power_grid.png
Bar = 20 um. Pins as bars on the die edge. Tap cells in gray.
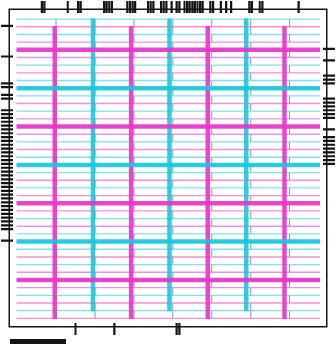
placement_by_type.png
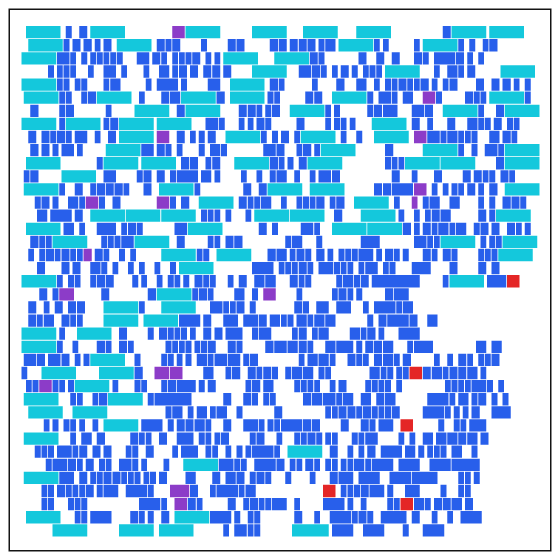
clk_routes.png
Bar = 20 um.
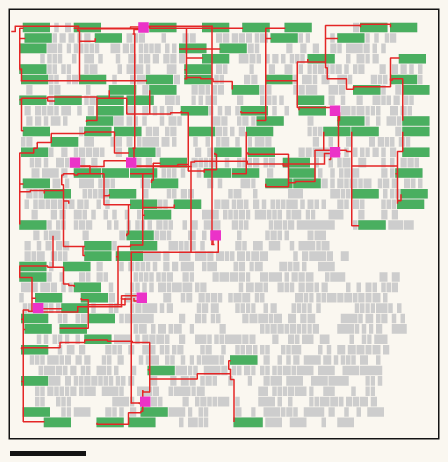
[src/rtl/ptmch_trg_sched.sv]
// ptmch_trg_sched
// Merges the per-channel instruction-match trigger pulses onto one shared
// external trigger line. Each accepted rising edge is held as a pending
// request. Pending requests are granted round-robin. Every grant produces one
// fixed-width TRG_OUT pulse tagged with TRG_ID, followed by a holdoff gap.
// Each channel also has a saturating event counter and a sticky overflow flag.
//
// Ports:
//   CLK160M  - system clock
//   RESET_N  - synchronous active-low reset
//   TRG_IN   - per-channel trigger pulses (already in the CLK160M domain)
//   CH_EN    - per-channel enable; a disabled channel also drops its pending request
//   CLR_CNT  - single-cycle clear of EVT_CNT and OVF
//   TRG_OUT  - scheduled trigger pulse, P_PLS_LEN clocks wide
//   TRG_ID   - channel index of the current or last granted pulse
//   BUSY     - scheduler is in PULSE or HOLDOFF
//   OVF      - sticky: an edge arrived while that channel was already pending
//   EVT_CNT  - accepted-edge counters; channel i at [i*P_CNT_W +: P_CNT_W]
module ptmch_trg_sched #(
  parameter int unsigned P_CH      = 5,
  parameter int unsigned P_PLS_LEN = 16,
  parameter int unsigned P_HOLDOFF = 64,
  parameter int unsigned P_CNT_W   = 16
) (
  input  logic                      CLK160M,
  input  logic                      RESET_N,
  input  logic [P_CH-1:0]           TRG_IN,
  input  logic [P_CH-1:0]           CH_EN,
  input  logic                      CLR_CNT,
  output logic                      TRG_OUT,
  output logic [2:0]                TRG_ID,
  output logic                      BUSY,
  output logic [P_CH-1:0]           OVF,
  output logic [P_CH*P_CNT_W-1:0]   EVT_CNT
);

  localparam int unsigned LP_TMAX    = (P_PLS_LEN > P_HOLDOFF) ? P_PLS_LEN : P_HOLDOFF;
  localparam int unsigned LP_TW      = (LP_TMAX < 2) ? 1 : $clog2(LP_TMAX);
  localparam int unsigned LP_PL_LOAD = P_PLS_LEN - 1;
  localparam int unsigned LP_HO_LOAD = (P_HOLDOFF > 0) ? P_HOLDOFF - 1 : 0;

  typedef enum logic [1:0] {
    ST_IDLE,
    ST_PULSE,
    ST_HOLDOFF
  } state_t;

  state_t                         r_state, w_state_nxt;
  logic [LP_TW-1:0]               r_tmr, w_tmr_nxt;
  logic [2:0]                     r_rr, w_rr_nxt;
  logic [2:0]                     r_id, w_id_nxt;
  logic                           r_out, w_out_nxt;
  logic [P_CH-1:0]                r_in_d;
  logic [P_CH-1:0]                r_pend;
  logic [P_CH-1:0]                r_ovf;
  logic [P_CH-1:0][P_CNT_W-1:0]   r_cnt;

  logic [P_CH-1:0]                w_rise;
  logic [P_CH-1:0]                w_acc;
  logic [P_CH-1:0]                w_sel;
  logic [P_CH-1:0]                w_grant;
  logic [2:0]                     w_sel_idx;
  logic                           w_found;

  assign w_rise = TRG_IN & ~r_in_d;
  assign w_acc  = w_rise & CH_EN;

  // Round-robin search. The outer loop walks the search distance
  // 1..P_CH starting after r_rr. The inner loop finds the channel at that
  // distance. The first pending channel found wins.
  always_comb begin
    w_sel     = '0;
    w_sel_idx = '0;
    w_found   = 1'b0;
    for (int unsigned off = 1; off <= P_CH; off++) begin
      for (int unsigned i = 0; i < P_CH; i++) begin
        if (!w_found && r_pend[i] && (i == ((32'(r_rr) + off) % P_CH))) begin
          w_found   = 1'b1;
          w_sel[i]  = 1'b1;
          w_sel_idx = 3'(i);
        end
      end
    end
  end

  always_comb begin
    w_state_nxt = r_state;
    w_tmr_nxt   = r_tmr;
    w_rr_nxt    = r_rr;
    w_id_nxt    = r_id;
    w_out_nxt   = r_out;
    w_grant     = '0;
    case (r_state)
      ST_IDLE: begin
        if (w_found) begin
          w_grant     = w_sel;
          w_state_nxt = ST_PULSE;
          w_tmr_nxt   = LP_TW'(LP_PL_LOAD);
          w_rr_nxt    = w_sel_idx;
          w_id_nxt    = w_sel_idx;
          w_out_nxt   = 1'b1;
        end
      end
      ST_PULSE: begin
        if (r_tmr == '0) begin
          w_out_nxt = 1'b0;
          if (P_HOLDOFF == 0) begin
            w_state_nxt = ST_IDLE;
          end else begin
            w_state_nxt = ST_HOLDOFF;
            w_tmr_nxt   = LP_TW'(LP_HO_LOAD);
          end
        end else begin
          w_tmr_nxt = r_tmr - 1'b1;
        end
      end
      ST_HOLDOFF: begin
        if (r_tmr == '0) begin
          w_state_nxt = ST_IDLE;
        end else begin
          w_tmr_nxt = r_tmr - 1'b1;
        end
      end
      default: begin
        w_state_nxt = ST_IDLE;
        w_out_nxt   = 1'b0;
      end
    endcase
  end

  always_ff @(posedge CLK160M) begin
    if (!RESET_N) begin
      r_state <= ST_IDLE;
      r_tmr   <= '0;
      r_rr    <= 3'(P_CH - 1);
      r_id    <= '0;
      r_out   <= 1'b0;
    end else begin
      r_state <= w_state_nxt;
      r_tmr   <= w_tmr_nxt;
      r_rr    <= w_rr_nxt;
      r_id    <= w_id_nxt;
      r_out   <= w_out_nxt;
    end
  end

  // Pending requests. A disabled channel drops its request. An accepted
  // edge has priority over a grant of the same channel, so the request
  // survives the grant.
  always_ff @(posedge CLK160M) begin
    if (!RESET_N) begin
      r_in_d <= '0;
      r_pend <= '0;
    end else begin
      r_in_d <= TRG_IN;
      for (int unsigned i = 0; i < P_CH; i++) begin
        if (!CH_EN[i]) begin
          r_pend[i] <= 1'b0;
        end else if (w_acc[i]) begin
          r_pend[i] <= 1'b1;
        end else if (w_grant[i]) begin
          r_pend[i] <= 1'b0;
        end
      end
    end
  end

  always_ff @(posedge CLK160M) begin
    if (!RESET_N) begin
      r_cnt <= '0;
      r_ovf <= '0;
    end else if (CLR_CNT) begin
      r_cnt <= '0;
      r_ovf <= '0;
    end else begin
      for (int unsigned i = 0; i < P_CH; i++) begin
        if (w_acc[i] && (r_cnt[i] != '1)) begin
          r_cnt[i] <= r_cnt[i] + 1'b1;
        end
        if (w_acc[i] && r_pend[i] && !w_grant[i]) begin
          r_ovf[i] <= 1'b1;
        end
      end
    end
  end

  assign TRG_OUT = r_out;
  assign TRG_ID  = r_id;
  assign BUSY    = (r_state != ST_IDLE);
  assign OVF     = r_ovf;
  assign EVT_CNT = r_cnt;

endmodule

[config.mk]
export PLATFORM = sky130hd
export DESIGN_NAME = ptmch_trg_sched
export DESIGN_NICKNAME = d
export VERILOG_FILES = /design/src/rtl/ptmch_trg_sched.sv
export SDC_FILE = /design/constraint.sdc
export NUM_CORES = 1
export LEC_CHECK = 0
export ABC_AREA = 1
export CAP_MARGIN = 20
export CORE_MARGIN = 2
export CORE_UTILIZATION = 60
export CTS_BUF_LIST = sky130_fd_sc_hd__clkbuf_4
export DETAILED_ROUTE_END_ITERATION = 12
export DONT_BUFFER_PORTS = 1
export PLACE_DENSITY = 0.75
export SLEW_MARGIN = 20
export SYNTH_ARGS = -nofsm -noshare
export SYNTH_HDL_FRONTEND = slang
export SYNTH_SLANG_ARGS = --single-unit
export TNS_END_PERCENT = 30
[constraint.sdc]
create_clock -name CLK160M -period 5.26 [get_ports CLK160M]
set_clock_uncertainty 0.05 [all_clocks]
set_input_delay 1.052 -clock CLK160M [delete_from_list [all_inputs] [get_ports CLK160M]]
set_output_delay 1.052 -clock CLK160M [all_outputs]
set_load 0.005 [all_outputs]
==> results.txt <==
flow finished, numbers: clock power share 0.117, R2R depth 35, DR iter-0 viols between 400 and 500, Synth top cell by count nand2_1, Place WS about 0.41 ns, CP max stage delay 0.49 ns, YS warnings 0, critical path peak fanout 11, Reg area 2160 um^2, Top cells excl fill/tap nand2_1 (192), inv_1 (169), nor2_1 (152), Final Total Pwr ~0.0035 W, Initial Util 0.613, Pint 0.00167 W, NonClk Buf Share 0.00516, sequential share of cell area 0.297, Commonest Layout Cell nand2_1, #FFs+latches synth ~110, Seq group 0.000923 W, Final #Nets ~1100, synthesized area ~7000 um^2, Yosys top cell by area dfxtp_1, ys async rst share 0, switching pwr between 0.0015 and 0.002 W, P_comb ~0.0021 W, crit path to r_tmr[3], setup ws final 0.495 ns, top post-synthesis cells by count nand2_1 (192), inv_1 (170), nor2_1 (153), total track usage 0.257, Area-dominant class multi-input combinational cells, Comb gates 778, Placer Congestion between 0.9 and 1, Pre-antenna DRT Iters 5, Max VDD drop around 0.37 mV, fill count between 1000 and 1500, clock-net power between 0.0004 and 0.0005 W, synth unique cells 48, Rows 39, register share after synthesis 0.309, PortBufs 0, CP most frequent cell nand2_1, WP depth 35, final wirelength between 15000 and 20000 um, cycle use final 0.906, Worst Hold Slack 0.443 ns, Reg-to-Reg Start r_rr[0], status finished, final reports clean, Final TNS setup 0 ns
Back to the opening pictures, power_grid.png:
Cyan shows VDD. Magenta shows VSS.
7 straps on met4. 40 met1 rails follow the rows. The core has 39 rows.

Back to the opening pictures, placement_by_type.png:
Cyan shows flops, cells 108, share of their area 30%. Red shows other buffers and delay cells, cells 5, share of their area 0.53%. Purple shows clock drivers and dummy loads, cells 16, share of their area 1.7%. Blue shows combinational and other logic, cells 959, share of their area 67%.

Back to the opening pictures, clk_routes.png:
Red shows clock wires, length 1390 um. Green shows flip-flops, count 108. Magenta shows clock drivers, count 9.
Position of the flops: all over the die.

==> cell families after synthesis <==
kind of cell               after synthesis  synth area share
buffers and inverters                  198             0.108
DFF                                    108             0.309
xor gates and xnor gates                14            0.0202
adders and majority gates               33            0.0590
AOI/OAI and AO/OA                      189             0.149
and+or+nand+nor                        542             0.355
==> routing by layer <==
metal  global-route usage  part of all wire  up-vias  wire length, um
met5                    0                 0        -                0
met4               0.0715             0.013        0              220
met3               0.0853             0.081       17             1320
met2                0.404              0.43      167             7110
met1                0.341              0.47     2953             7690
li1                     -                 -     3531                -
==> sequential cells by signal (all words and copies together), names as in the netlist <==
signal   cells
TRG_ID       1
r_rr         3
TRG_OUT      1
r_state      2
OVF          5
EVT_CNT     80
r_pend       5
r_in_d       5
r_tmr        6
No activity file was given, so power comes from the tool's default toggle rates.
